**config.mk**
```make
export PLATFORM = sky130hd
export DESIGN_NAME = hyperbus_ctrl
export DESIGN_NICKNAME = d
export VERILOG_FILES = /design/src/rtl/hyperbus_ctrl.sv
export SDC_FILE = /design/constraint.sdc
export NUM_CORES = 1
export LEC_CHECK = 0
export CAP_MARGIN = 20
export CORE_UTILIZATION = 50
export CTS_BUF_LIST = sky130_fd_sc_hd__clkbuf_4 sky130_fd_sc_hd__clkbuf_8
export CTS_CLUSTER_SIZE = 14
export DETAILED_ROUTE_END_ITERATION = 6
export GPL_TIMING_DRIVEN = 0
export HOLD_SLACK_MARGIN = 0.08
export PLACE_DENSITY = 0.86
export SYNTH_ARGS = -nofsm -noshare
export SYNTH_HDL_FRONTEND = slang
export SYNTH_SLANG_ARGS = --single-unit
```
**constraint.sdc**
```tcl
create_clock -name hbus_clk -period 2 [get_ports hbus_clk]
set_input_delay 0.5 -clock hbus_clk [delete_from_list [all_inputs] [get_ports hbus_clk]]
set_output_delay 0.5 -clock hbus_clk [all_outputs]
set_load 0.05 [all_outputs]
```
**src/rtl/hyperbus_ctrl.sv**
```systemverilog
// hyperbus_ctrl: single-word HyperBus read/write sequencer feeding an
// SDR-abstracted PHY (one 16-bit byte pair per hbus_clk). Builds the 48-bit
// command-address, waits out initial latency, moves one word, then holds
// CS# high for the recovery gap before accepting the next request.
module hyperbus_ctrl #(
    parameter int HBUS_ADDR_WIDTH = 32,
    parameter int HBUS_DATA_WIDTH = 16,
    parameter int LATENCY         = 6,
    parameter int FIXED_LATENCY   = 1,
    parameter int TCSHI           = 2,
    parameter int RD_TIMEOUT      = 64
) (
    input  logic                       hbus_clk,
    input  logic                       hbus_rst,
    input  logic [HBUS_ADDR_WIDTH-1:0] hbus_adr_i,
    input  logic [HBUS_DATA_WIDTH-1:0] hbus_dat_i,
    input  logic [1:0]                 hbus_mask_i,
    input  logic                       hbus_rrq,
    input  logic                       hbus_wrq,
    output logic                       hbus_ready,
    output logic                       hbus_valid,
    output logic [HBUS_DATA_WIDTH-1:0] hbus_dat_o,
    output logic                       hbus_err,
    output logic                       phy_cs_n,
    output logic                       phy_ck_en,
    output logic [15:0]                phy_dq_o,
    output logic                       phy_dq_oe,
    output logic [1:0]                 phy_rwds_o,
    output logic                       phy_rwds_oe,
    input  logic [15:0]                phy_dq_i,
    input  logic                       phy_rwds_i,
    input  logic                       phy_rx_valid
);
    localparam int LW = $clog2(2 * LATENCY + 1);
    localparam int TW = $clog2(RD_TIMEOUT + 1);
    localparam int RW = $clog2(TCSHI + 1);
    localparam logic [LW-1:0] LAT_1X   = LW'(LATENCY - 1);
    localparam logic [LW-1:0] LAT_2X   = LW'(2 * LATENCY - 1);
    localparam logic [TW-1:0] TO_LAST  = TW'(RD_TIMEOUT - 1);
    localparam logic [RW-1:0] REC_LAST = RW'(TCSHI - 1);

    typedef enum logic [2:0] {IDLE, CA0, CA1, CA2, LAT, WDATA, RDATA, RECOV} state_t;

    state_t              state;
    logic [31:0]         wa;
    logic [47:0]         ca;
    logic [31:0]         ca_lo;
    logic [15:0]         wdat;
    logic [1:0]          wmask;
    logic                is_rd;
    logic                dbl;
    logic [LW-1:0]       lat_cnt;
    logic [TW-1:0]       to_cnt;
    logic [RW-1:0]       rec_cnt;

    // Command-address from the live request; write wins when both are raised.
    always_comb begin
        wa = 32'(hbus_adr_i >> 1);
        ca = {~hbus_wrq, 1'b0, 1'b1, wa[31:3], 13'd0, wa[2:0]};
    end

    // Transaction sequencer; every output is a register updated here.
    always_ff @(posedge hbus_clk) begin
        if (hbus_rst) begin
            state       <= IDLE;
            hbus_ready  <= 1'b0;
            hbus_valid  <= 1'b0;
            hbus_err    <= 1'b0;
            hbus_dat_o  <= '0;
            phy_cs_n    <= 1'b1;
            phy_ck_en   <= 1'b0;
            phy_dq_o    <= '0;
            phy_dq_oe   <= 1'b0;
            phy_rwds_o  <= '0;
            phy_rwds_oe <= 1'b0;
            ca_lo       <= '0;
            wdat        <= '0;
            wmask       <= '0;
            is_rd       <= 1'b0;
            dbl         <= 1'b0;
            lat_cnt     <= '0;
            to_cnt      <= '0;
            rec_cnt     <= '0;
        end else begin
            hbus_valid <= 1'b0;
            hbus_err   <= 1'b0;
            case (state)
                IDLE: begin
                    hbus_ready <= 1'b1;
                    if (hbus_ready && (hbus_rrq || hbus_wrq)) begin
                        hbus_ready <= 1'b0;
                        is_rd      <= ~hbus_wrq;
                        ca_lo      <= ca[31:0];
                        wdat       <= hbus_dat_i;
                        wmask      <= hbus_mask_i;
                        phy_dq_o   <= ca[47:32];
                        phy_dq_oe  <= 1'b1;
                        phy_cs_n   <= 1'b0;
                        phy_ck_en  <= 1'b1;
                        state      <= CA0;
                    end
                end
                CA0: begin
                    // device requests 2x latency by driving RWDS high during CA
                    dbl      <= (FIXED_LATENCY != 0) || phy_rwds_i;
                    phy_dq_o <= ca_lo[31:16];
                    state    <= CA1;
                end
                CA1: begin
                    phy_dq_o <= ca_lo[15:0];
                    state    <= CA2;
                end
                CA2: begin
                    phy_dq_o  <= '0;
                    phy_dq_oe <= 1'b0;
                    lat_cnt   <= dbl ? LAT_2X : LAT_1X;
                    state     <= LAT;
                end
                LAT: begin
                    if (lat_cnt == '0) begin
                        if (is_rd) begin
                            to_cnt <= '0;
                            state  <= RDATA;
                        end else begin
                            phy_dq_o    <= wdat;
                            phy_dq_oe   <= 1'b1;
                            phy_rwds_o  <= wmask;
                            phy_rwds_oe <= 1'b1;
                            state       <= WDATA;
                        end
                    end else begin
                        lat_cnt <= lat_cnt - 1'b1;
                    end
                end
                WDATA: begin
                    phy_cs_n    <= 1'b1;
                    phy_ck_en   <= 1'b0;
                    phy_dq_o    <= '0;
                    phy_dq_oe   <= 1'b0;
                    phy_rwds_o  <= '0;
                    phy_rwds_oe <= 1'b0;
                    rec_cnt     <= REC_LAST;
                    state       <= RECOV;
                end
                RDATA: begin
                    if (phy_rx_valid || to_cnt == TO_LAST) begin
                        // a timeout returns zero data flagged with hbus_err
                        hbus_dat_o <= phy_rx_valid ? phy_dq_i : '0;
                        hbus_valid <= 1'b1;
                        hbus_err   <= ~phy_rx_valid;
                        phy_cs_n   <= 1'b1;
                        phy_ck_en  <= 1'b0;
                        rec_cnt    <= REC_LAST;
                        state      <= RECOV;
                    end else begin
                        to_cnt <= to_cnt + 1'b1;
                    end
                end
                RECOV: begin
                    if (rec_cnt == '0) begin
                        hbus_ready <= 1'b1;
                        state      <= IDLE;
                    end else begin
                        rec_cnt <= rec_cnt - 1'b1;
                    end
                end
                default: state <= IDLE;
            endcase
        end
    end
endmodule

```
placement.png
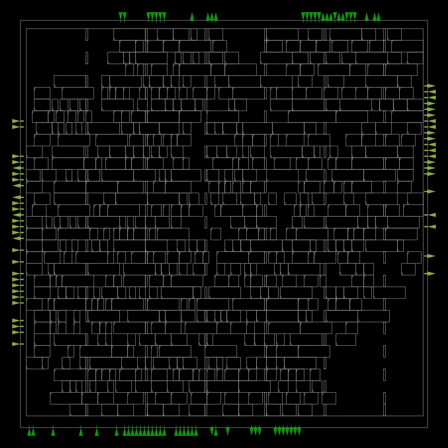
Core Footprint: 8260 sq um
Cell Count, Final, Fillers Out: 720

logic_types.png
Bar = 20 um.
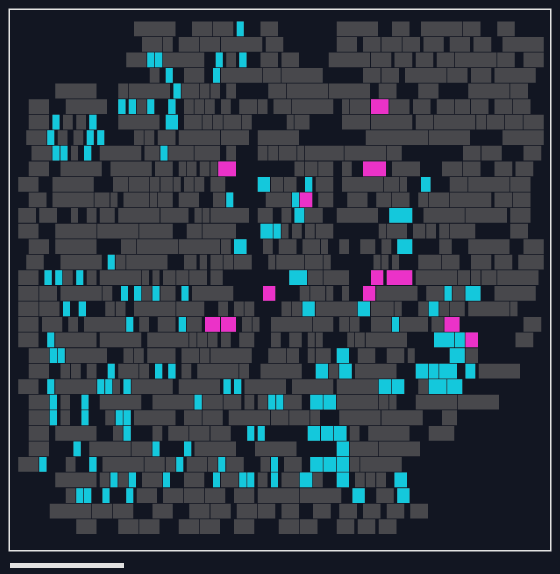
| color | family | cells | most used |
|---|---|---|---|
| magenta | AND and OR gates | 12 | or4_1 |
| cyan | NAND gates | 123 | nand2_1 |
logic share of the area: 0.380
Top cell excl fill/tap: dfxtp_1

==> ci_impl_report.md <==
## Synthesis and layout report

| Metric | Value |
|---|---|
| Number of fill cells in the layout | `661` |
| Yosys xor share | `0` |
| Adder Area Share | `0.0117` |
| Total sequential power | `2.53 mW` |
| DP Wirelength | `8900 um` |
| Min-delay worst type | `register to register` |
| Hold_sp | `wdat[11]` |
| Simple share | `0.220` |
| Commonest flop | `dfxtp_1` |
| Tapcells | `105` |
| Ys Warns | `0` |
| Min-Delay Endpoint | `wdat[11]` |
| Routability cong. | `0.914` |
| Total I/O pin count | `113` |
| Power Total | `6.67 mW` |
| Leading cell kind | `combinational gates` |
| Int Power | `3.81 mW` |
| CTS resizes | `40` |
| DP Worst Slack | `-0.441 ns` |
| Flop pwr share | `0.379` |
| # diodes | `0` |
| Met1 usage | `0.364` |
| AND-OR/OR-AND Cells, Area Fraction | `0.249` |
| Vias in the first global route | `3916` |
| Die footprint | `8910 sq um` |
| First DRT Iteration DRCs | `343` |
| Clk_skew | `0.0210 ns` |
| Status | `complete, no violations` |
| Sequential share of cell area | `0.339` |
| Row Count | `33` |
| Final wirelength | `12000 um` |
| Fp util | `0.517` |
| Sequential cell count | `96` |
| Syn_nets | `566` |
| Most common cell in the netlist | `dfxtp_1` |
| Number of port buffers | `109` |
| First-pass GRT wire length | `19100 um` |
| Met1 wire length | `5170 um` |
| Synth flops | `96` |
| Max-area cell share | `0.450` |
| Non-CTS inverters | `10` |
| Top delay family on crit path | `buffers and inverters` |
| Min Clock Period, post-route | `1.97 ns` |
| Number of clock buffers in the layout | `9` |
| Top Layout Cells | `dfxtp_1, nand2_1, clkdlybuf4s50_1` |
| Crit-path cells | `clkdlybuf4s50_1` |
| Clock Path Buffers | `2` |
| WL/cell | `16.7 um` |
| Worst R2R Setup Slack | `0.15 ns` |
| Pwr top | `combinational logic` |
| CTS tree | `done` |
| Grt total ovfl | `0` |
| Register area | `1920 sq um` |
| Layout cells sized above 1 | `0.0927` |
| Largest net degree at the start of global routing | `19` |
| Clock Sinks | `96` |
| Max reg flops | `19` |
| Largest Register | `ca_lo` |
| Insertion Delay late pin | `0.38 ns` |
| Clk tree area frac | `0.0368` |
| Syn Area/Cell | `8.71 sq um` |
| RSZ-0062 raised after global routing | `false` |
| Total Routing Usage GR | `0.279` |
| Pleak | `2.16 nW` |
| Final worst-path cycle share | `0.983` |
| Mux area share | `0.0211` |
| Power Density | `1180 nW/um^2` |
| Placement Cell Area | `5490 sq um` |
| DR DRC count | `0` |
| Post-synth top cells | `dfxtp_1, nand2_1, a21oi_1, a22o_1` |
| Post-DRT Antenna Nets | `0` |
| Sw frac | `0.429` |
| Synth cell types | `65` |
| CP Launch Point | `hbus_valid` |
| Asr flop ratio synth | `0` |
| Met3 Use GR | `0.0491` |
| Psw | `2.86 mW` |
| Post-synth EDFFs | `0` |
| Worst reg2reg path startpoint | `state[0]` |
| Area Overhead vs Synth | `32.9%` |
| Bufs and invs on worst path | `1` |
| Comb pwr | `2.79 mW` |
| Root buf cell | `clkbuf_8` |
| Fin nets | `686` |
| Synth Cell Area | `4270 sq um` |
| Critical path capture point | `hbus_valid` |
| Synth area leaders | `dfxtp_1, a21oi_1, nand2_1` |
| R2R cell count | `6` |
| Non-clock buffers, area share | `0.215` |
| Final WS setup | `0.0336 ns` |
| Vias/cell | `5.87` |
| Max-Cap Viols | `0` |
| Final TNS setup | `0 ns` |
| Final setup fails | `0` |
| Comb area | `2160 sq um` |
| Dominant kind of combinational cell | `AND-OR/OR-AND gates` |
| Clk power | `1.35 mW` |
| Clk network pwr share | `0.203` |
| Clock buffers created by TritonCTS | `9` |
| Worst-path maximum fanout | `1` |
| Endpoints failing hold | `0` |
| Post-synthesis cell count | `490` |
| Least-Margin Pin Slew | `0.640 ns` |
| CP endpoint kind | `output pin` |
| Max incr delay on CP | `0.79 ns` |
| Hold slack | `0.463 ns` |
| Slew Viols, Final | `0` |
| Max layer used | `met4` |
| Clk pin slew, worst setup/hold paths | `0.11 ns` |
| OpenROAD warning count | `29` |
| Yosys Chip Area | `4270 sq um` |
| Slowest-stage cell, CP | `clkdlybuf4s50_1` |
| Wire length on met3 | `806 um` |
| Sequential area share after synthesis | `0.450` |
| Fin util | `0.687` |
| Grt met2 use | `0.457` |
| Initial antenna violation count | `0` |
| Die width | `94.4 um` |
| Non-clock buffer count | `144` |
| Peak Freq | `509 MHz` |
cell_density.png
9 x 9 tiles, from black (low) to pale yellow (high), 0 to 100% covered.
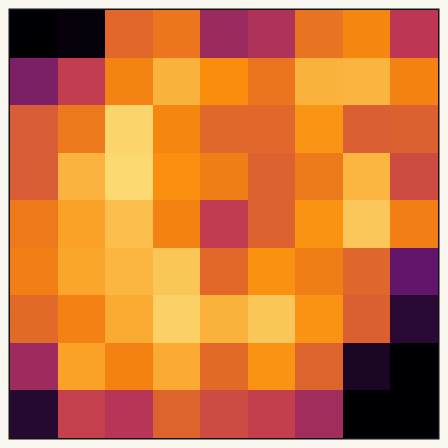
fullest tile: 91%
nearly empty tiles: 6.2%
mean over tiles: 62%

Power is estimated from default activity; no workload was simulated.
